## src/rtl/inv_shift_rows_pipe.sv

```systemverilog
// ============================================================================
// Module   : inv_shift_rows_pipe
// Brief    : Pipelined AES InvShiftRows stage with valid/ready backpressure.
//            Optional macro ISR_SELFCHECK_EN adds a forward-ShiftRows check of
//            every output transfer against a shadow copy of the input.
// Revision : 1.0 - initial release
// ============================================================================
`default_nettype none

module inv_shift_rows_pipe #(
    parameter int STAGES = 2,
    parameter int CNT_W  = 16
) (
    input  logic             clk,
    input  logic             rst_n,
    input  logic             in_valid,
    output logic             in_ready,
    input  logic [127:0]     state_isr_in,
    output logic             out_valid,
    input  logic             out_ready,
    output logic [127:0]     state_isr_out,
    output logic             busy,
    output logic [CNT_W-1:0] xfer_cnt,
    output logic             err
);

    // Byte k sits at bits [8k+7:8k]; byte 15 is s(0,0), column-major.
    function automatic logic [127:0] f_inv_shift_rows(input logic [127:0] s);
        logic [127:0] r;
        r[8*0  +: 8] = s[8*12 +: 8];
        r[8*1  +: 8] = s[8*9  +: 8];
        r[8*2  +: 8] = s[8*6  +: 8];
        r[8*3  +: 8] = s[8*3  +: 8];
        r[8*4  +: 8] = s[8*0  +: 8];
        r[8*5  +: 8] = s[8*13 +: 8];
        r[8*6  +: 8] = s[8*10 +: 8];
        r[8*7  +: 8] = s[8*7  +: 8];
        r[8*8  +: 8] = s[8*4  +: 8];
        r[8*9  +: 8] = s[8*1  +: 8];
        r[8*10 +: 8] = s[8*14 +: 8];
        r[8*11 +: 8] = s[8*11 +: 8];
        r[8*12 +: 8] = s[8*8  +: 8];
        r[8*13 +: 8] = s[8*5  +: 8];
        r[8*14 +: 8] = s[8*2  +: 8];
        r[8*15 +: 8] = s[8*15 +: 8];
        return r;
    endfunction

    logic [STAGES-1:0] r_v;
    logic [127:0]      r_d [STAGES];
    logic [STAGES:0]   w_ready;
    logic [127:0]      w_mapped;
    logic              w_xfer;
    logic [CNT_W-1:0]  r_cnt;

    assign w_mapped = f_inv_shift_rows(state_isr_in);

    // Ready ripples back from the sink so an empty stage absorbs a bubble.
    always_comb begin
        w_ready[STAGES] = out_ready;
        for (int i = STAGES - 1; i >= 0; i--) begin
            w_ready[i] = !r_v[i] | w_ready[i+1];
        end
    end

    always_ff @(posedge clk or negedge rst_n) begin
        if (!rst_n) begin
            r_v <= '0;
            for (int i = 0; i < STAGES; i++) begin
                r_d[i] <= '0;
            end
        end else begin
            if (w_ready[0]) begin
                r_v[0] <= in_valid;
                r_d[0] <= w_mapped;
            end
            for (int i = 1; i < STAGES; i++) begin
                if (w_ready[i]) begin
                    r_v[i] <= r_v[i-1];
                    r_d[i] <= r_d[i-1];
                end
            end
        end
    end

    assign in_ready      = w_ready[0];
    assign out_valid     = r_v[STAGES-1];
    assign state_isr_out = r_d[STAGES-1];
    assign busy          = |r_v;
    assign w_xfer        = out_valid & out_ready;

    always_ff @(posedge clk or negedge rst_n) begin
        if (!rst_n) begin
            r_cnt <= '0;
        end else if (w_xfer) begin
            r_cnt <= r_cnt + CNT_W'(1);
        end
    end

    assign xfer_cnt = r_cnt;

`ifdef ISR_SELFCHECK_EN
    function automatic logic [127:0] f_shift_rows(input logic [127:0] s);
        logic [127:0] r;
        r[8*0  +: 8] = s[8*4  +: 8];
        r[8*1  +: 8] = s[8*9  +: 8];
        r[8*2  +: 8] = s[8*14 +: 8];
        r[8*3  +: 8] = s[8*3  +: 8];
        r[8*4  +: 8] = s[8*8  +: 8];
        r[8*5  +: 8] = s[8*13 +: 8];
        r[8*6  +: 8] = s[8*2  +: 8];
        r[8*7  +: 8] = s[8*7  +: 8];
        r[8*8  +: 8] = s[8*12 +: 8];
        r[8*9  +: 8] = s[8*1  +: 8];
        r[8*10 +: 8] = s[8*6  +: 8];
        r[8*11 +: 8] = s[8*11 +: 8];
        r[8*12 +: 8] = s[8*0  +: 8];
        r[8*13 +: 8] = s[8*5  +: 8];
        r[8*14 +: 8] = s[8*10 +: 8];
        r[8*15 +: 8] = s[8*15 +: 8];
        return r;
    endfunction

    logic [127:0] r_s [STAGES];
    logic         r_err;
    logic [127:0] w_fwd;

    // Shadow of the unmapped input travels in lockstep with the data.
    always_ff @(posedge clk or negedge rst_n) begin
        if (!rst_n) begin
            for (int i = 0; i < STAGES; i++) begin
                r_s[i] <= '0;
            end
        end else begin
            if (w_ready[0]) begin
                r_s[0] <= state_isr_in;
            end
            for (int i = 1; i < STAGES; i++) begin
                if (w_ready[i]) begin
                    r_s[i] <= r_s[i-1];
                end
            end
        end
    end

    assign w_fwd = f_shift_rows(state_isr_out);

    always_ff @(posedge clk or negedge rst_n) begin
        if (!rst_n) begin
            r_err <= 1'b0;
        end else if (w_xfer && (w_fwd != r_s[STAGES-1])) begin
            r_err <= 1'b1;
        end
    end

    assign err = r_err;
`else
    assign err = 1'b0;
`endif

endmodule

`default_nettype wire
```

## config.mk

```make
export PLATFORM = sky130hd
export DESIGN_NAME = inv_shift_rows_pipe
export DESIGN_NICKNAME = d
export VERILOG_FILES = /design/src/rtl/inv_shift_rows_pipe.sv
export SDC_FILE = /design/constraint.sdc
export NUM_CORES = 1
export LEC_CHECK = 0
export ABC_AREA = 1
export CAP_MARGIN = 15
export CORE_MARGIN = 3
export CORE_UTILIZATION = 50
export CTS_CLUSTER_SIZE = 25
export DETAILED_ROUTE_END_ITERATION = 8
export DONT_BUFFER_PORTS = 1
export PLACE_DENSITY = 0.63
export REMOVE_ABC_BUFFERS = 1
export SLEW_MARGIN = 5
export SYNTH_ARGS = -nofsm -noshare
export SYNTH_HDL_FRONTEND = slang
export SYNTH_SLANG_ARGS = --single-unit
```

## constraint.sdc

```tcl
create_clock -name clk -period 3.05 [get_ports clk]
set_input_delay 0.61 -clock clk [delete_from_list [all_inputs] [get_ports clk]]
set_output_delay 0.61 -clock clk [all_outputs]
set_load 0.02 [all_outputs]
```

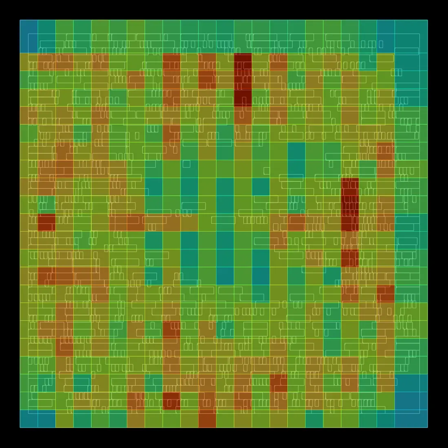
congestion.png
Routed WL per cell: 16.66 um
met2 Usage GRT: 29.59%
met1 Track Usage GR: 25.93%
post-layout util: 52.08%

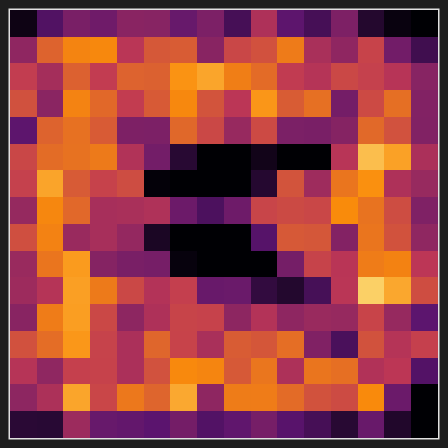
cell_density.png
The die is cut into 16 by 16 equal tiles; black is low, pale yellow is high, 0 to 100% covered.
- nearly empty tiles: 6.6%
- mean over tiles: 45%
- tiles over 75% full: 5.9%
- fullest tile: 90%
FP Util: 51.73%
Core Area: 0.02223 mm^2

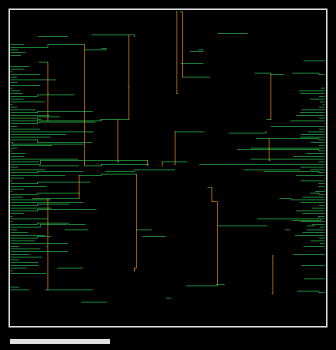
wires.png
The bar under the picture is 50 um long. Two of the layers only.
- metal 4: orange (wire length 457 um)
- metal 3: green (wire length 2670 um)
Total GRT Usage: 19.34%
final WL: 24650 um
Vias: 7303

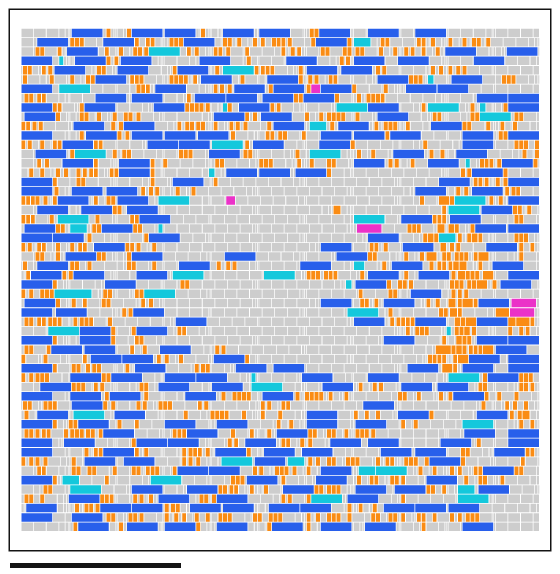
placement_by_type.png
The bar under the picture is 50 um long. Fill, decap, tap and diode cells in grey.
- remaining buffers and delay cells: magenta (cells 5; share of their area 0.67%)
- clock drivers and dummy loads: cyan (cells 49; share of their area 8.2%)
- combinational and other logic: orange (cells 872; share of their area 30%)
- sequential cells: blue (cells 274; share of their area 61%)
sequential cell area share: 59.22%
final instance area: 0.01158 mm^2
FP Rows: 54

==> results.tsv <==
metric	value	unit
clk sinks	274	
worst slew margin relative to its limit	46.53	%
P_int	6.359	mW
max-slew violations	0	
final setup violating endpoints	0	
commonest cells after routing, fill and taps aside	nand2_1 (805), dfrtp_1 (274), clkbuf_16 (29)	
ys flops	274	
Initial DRC Count	632	
WHS	-0.2249	ns
Clock Tree Root	clkbuf_16	
vias in the first global route	7099	
Power, Total	8.927	mW
first-pass GRT wire length	38650	um
Synth Seq Share	59.63	%
sw frac	28.77	%
time the worst path needs with I/O delays and setup	2.336	ns
yosys cell count	1331	
grt total ovfl	0	
Top cell excl fill/tap	nand2_1	
setup TNS	0	ns
Placed Area	0.01066	mm^2
Final WS setup	0.7136	ns
count of cell types in the netlist	18	
power share of the clock group	37.7	%
DR vias/cell	4.934	
Non-Filler Instances	1480	
register share of total power	54.3	%
global placement routability congestion	0.7915	
pin count of the biggest net entering global routing	275	
RSZ-0062 raised after global routing	false	
endpoints failing hold	274	
Yosys top cell area share	59.63	%
Worst Path Required	2.44	ns
Switch Pwr	2.568	mW
Die Wd	157.6	um
CTS HTree Levels	1	
clock slew at reported path FFs	0.06	ns
fillcell total	2090	
Slew @ Worst Pin	0.8021	ns
DRC Markers	0	
Crit Path Category	reg -> out	
TritonCTS clock tree	built	
Post-CTS Resized	0	
Port Buffers	0	
failing checks	negative hold slack	
DP Worst Slack	0.8882	ns
run status	finished, violations left	
Mapped Area	0.01150	mm^2
placed cell count	1431	
MaxCap Viol Count	0	
Chip Area, Yosys	0.01150	mm^2
top cells, area	dfrtp_1 (60%), nand2_1 (26%), buf_4 (9.3%)	
power per cell area	771.0	mW/mm^2
post-CTS setup buffers	0	
cells after synthesis	1331	
die area	0.02485	mm^2
Latency at later pin	0.54	ns
Bufs on Longest Clock Path	3	
antenna violations before repair	1	
Log Warnings	35	
type of origin of the critical path	flop	
Pre-Repair DR Iteration Count	5	
Setup crit end kind	primary output	
post-synth top area cell	dfrtp_1	
FMAX	428.0	MHz
clk_skew	0.02183	ns
cells by family after synthesis:
group                      Yosys count  share of synthesized area, %
adders and majority gates            1                        0.1088
buffers and inverters              210                         11.89
xor gates and xnor gates            10                        0.7617
DFF                                274                         59.63
and+or+nand+nor                    835                         27.57
other                                1                       0.03261
sequential cells by signal, summed over array words and instances, names as in the netlist:
name           flops
xfer_cnt          16
state_isr_out    128
r_v                2
r_d              128
path summary, 6_finish.rpt:
kind | start | end | slack [ns] | depth (start not counted)
min reg2reg | r_d[215] | state_isr_out[87] | 0.46 | 2
max | r_v[1] | in_ready | 0.71 | 5
min | rst_n | r_d[255] | -0.22 | 0
max reg2reg | r_v[1] | r_d[146] | 0.95 | 8
min in group clk | state_isr_in[15] | r_d[207] | 0.17 | 2
max in group asynchronous | rst_n | xfer_cnt[15] | 2.66 | 0
power by group through the flow:
stage | clock network (mW) | logic [mW] | registers (mW)
2_1_floorplan | 0 | 0.572 | 4.77
3_3_place_gp | 0 | 0.696 | 4.91
3_5_place_dp | 0 | 0.726 | 4.91
4_1_cts | 3.48 | 0.730 | 4.85
5_1_grt | 3.63 | 0.847 | 4.91
6_report | 3.36 | 0.714 | 4.85
synthesized netlist by cell type:
library cell	instances
nand2_1	805
dfrtp_1	274
buf_4	142
buf_2	37
inv_1	22
nor2_1	13
clkbuf_1	6
nand3_1	6
xor2_1	6
nand4_1	5
xnor2_1	4
inv_2	3
nor3_1	3
conb_1	1
ha_1	1
nor2_2	1
nor2_4	1
or2_2	1
critical path, stage by stage, from the launching register on:
cell and delay (ns):
dfrtp_1 0.48, inv_2 0.08, nor2_4 0.15, inv_4 0.06
nor2_4 0.19, inv_4 0.21
area by class of cell:
type | count | area (um^2) | share of cell area, %
Sequential cell | 274 | 6857 | 59.22
Multi-Input combinational cell | 847 | 3279 | 28.33
Clock buffer | 43 | 858.3 | 7.414
Tap cell | 280 | 350.3 | 3.026
Inverter | 25 | 98.84 | 0.8538
Timing Repair Buffer | 5 | 75.07 | 0.6484
Clock inverter | 6 | 58.81 | 0.5079
routing by layer:
metal	share of wire [%]	up-vias	wire length (um)	GRT usage [%]
li1	-	3562	-	-
met5	0.028	-	7	0
met2	46	227	11260	29.59
met4	1.9	2	457	4.587
met1	42	3477	10260	25.93
met3	11	35	2670	8.092
Power and IR drop assume default switching activity.
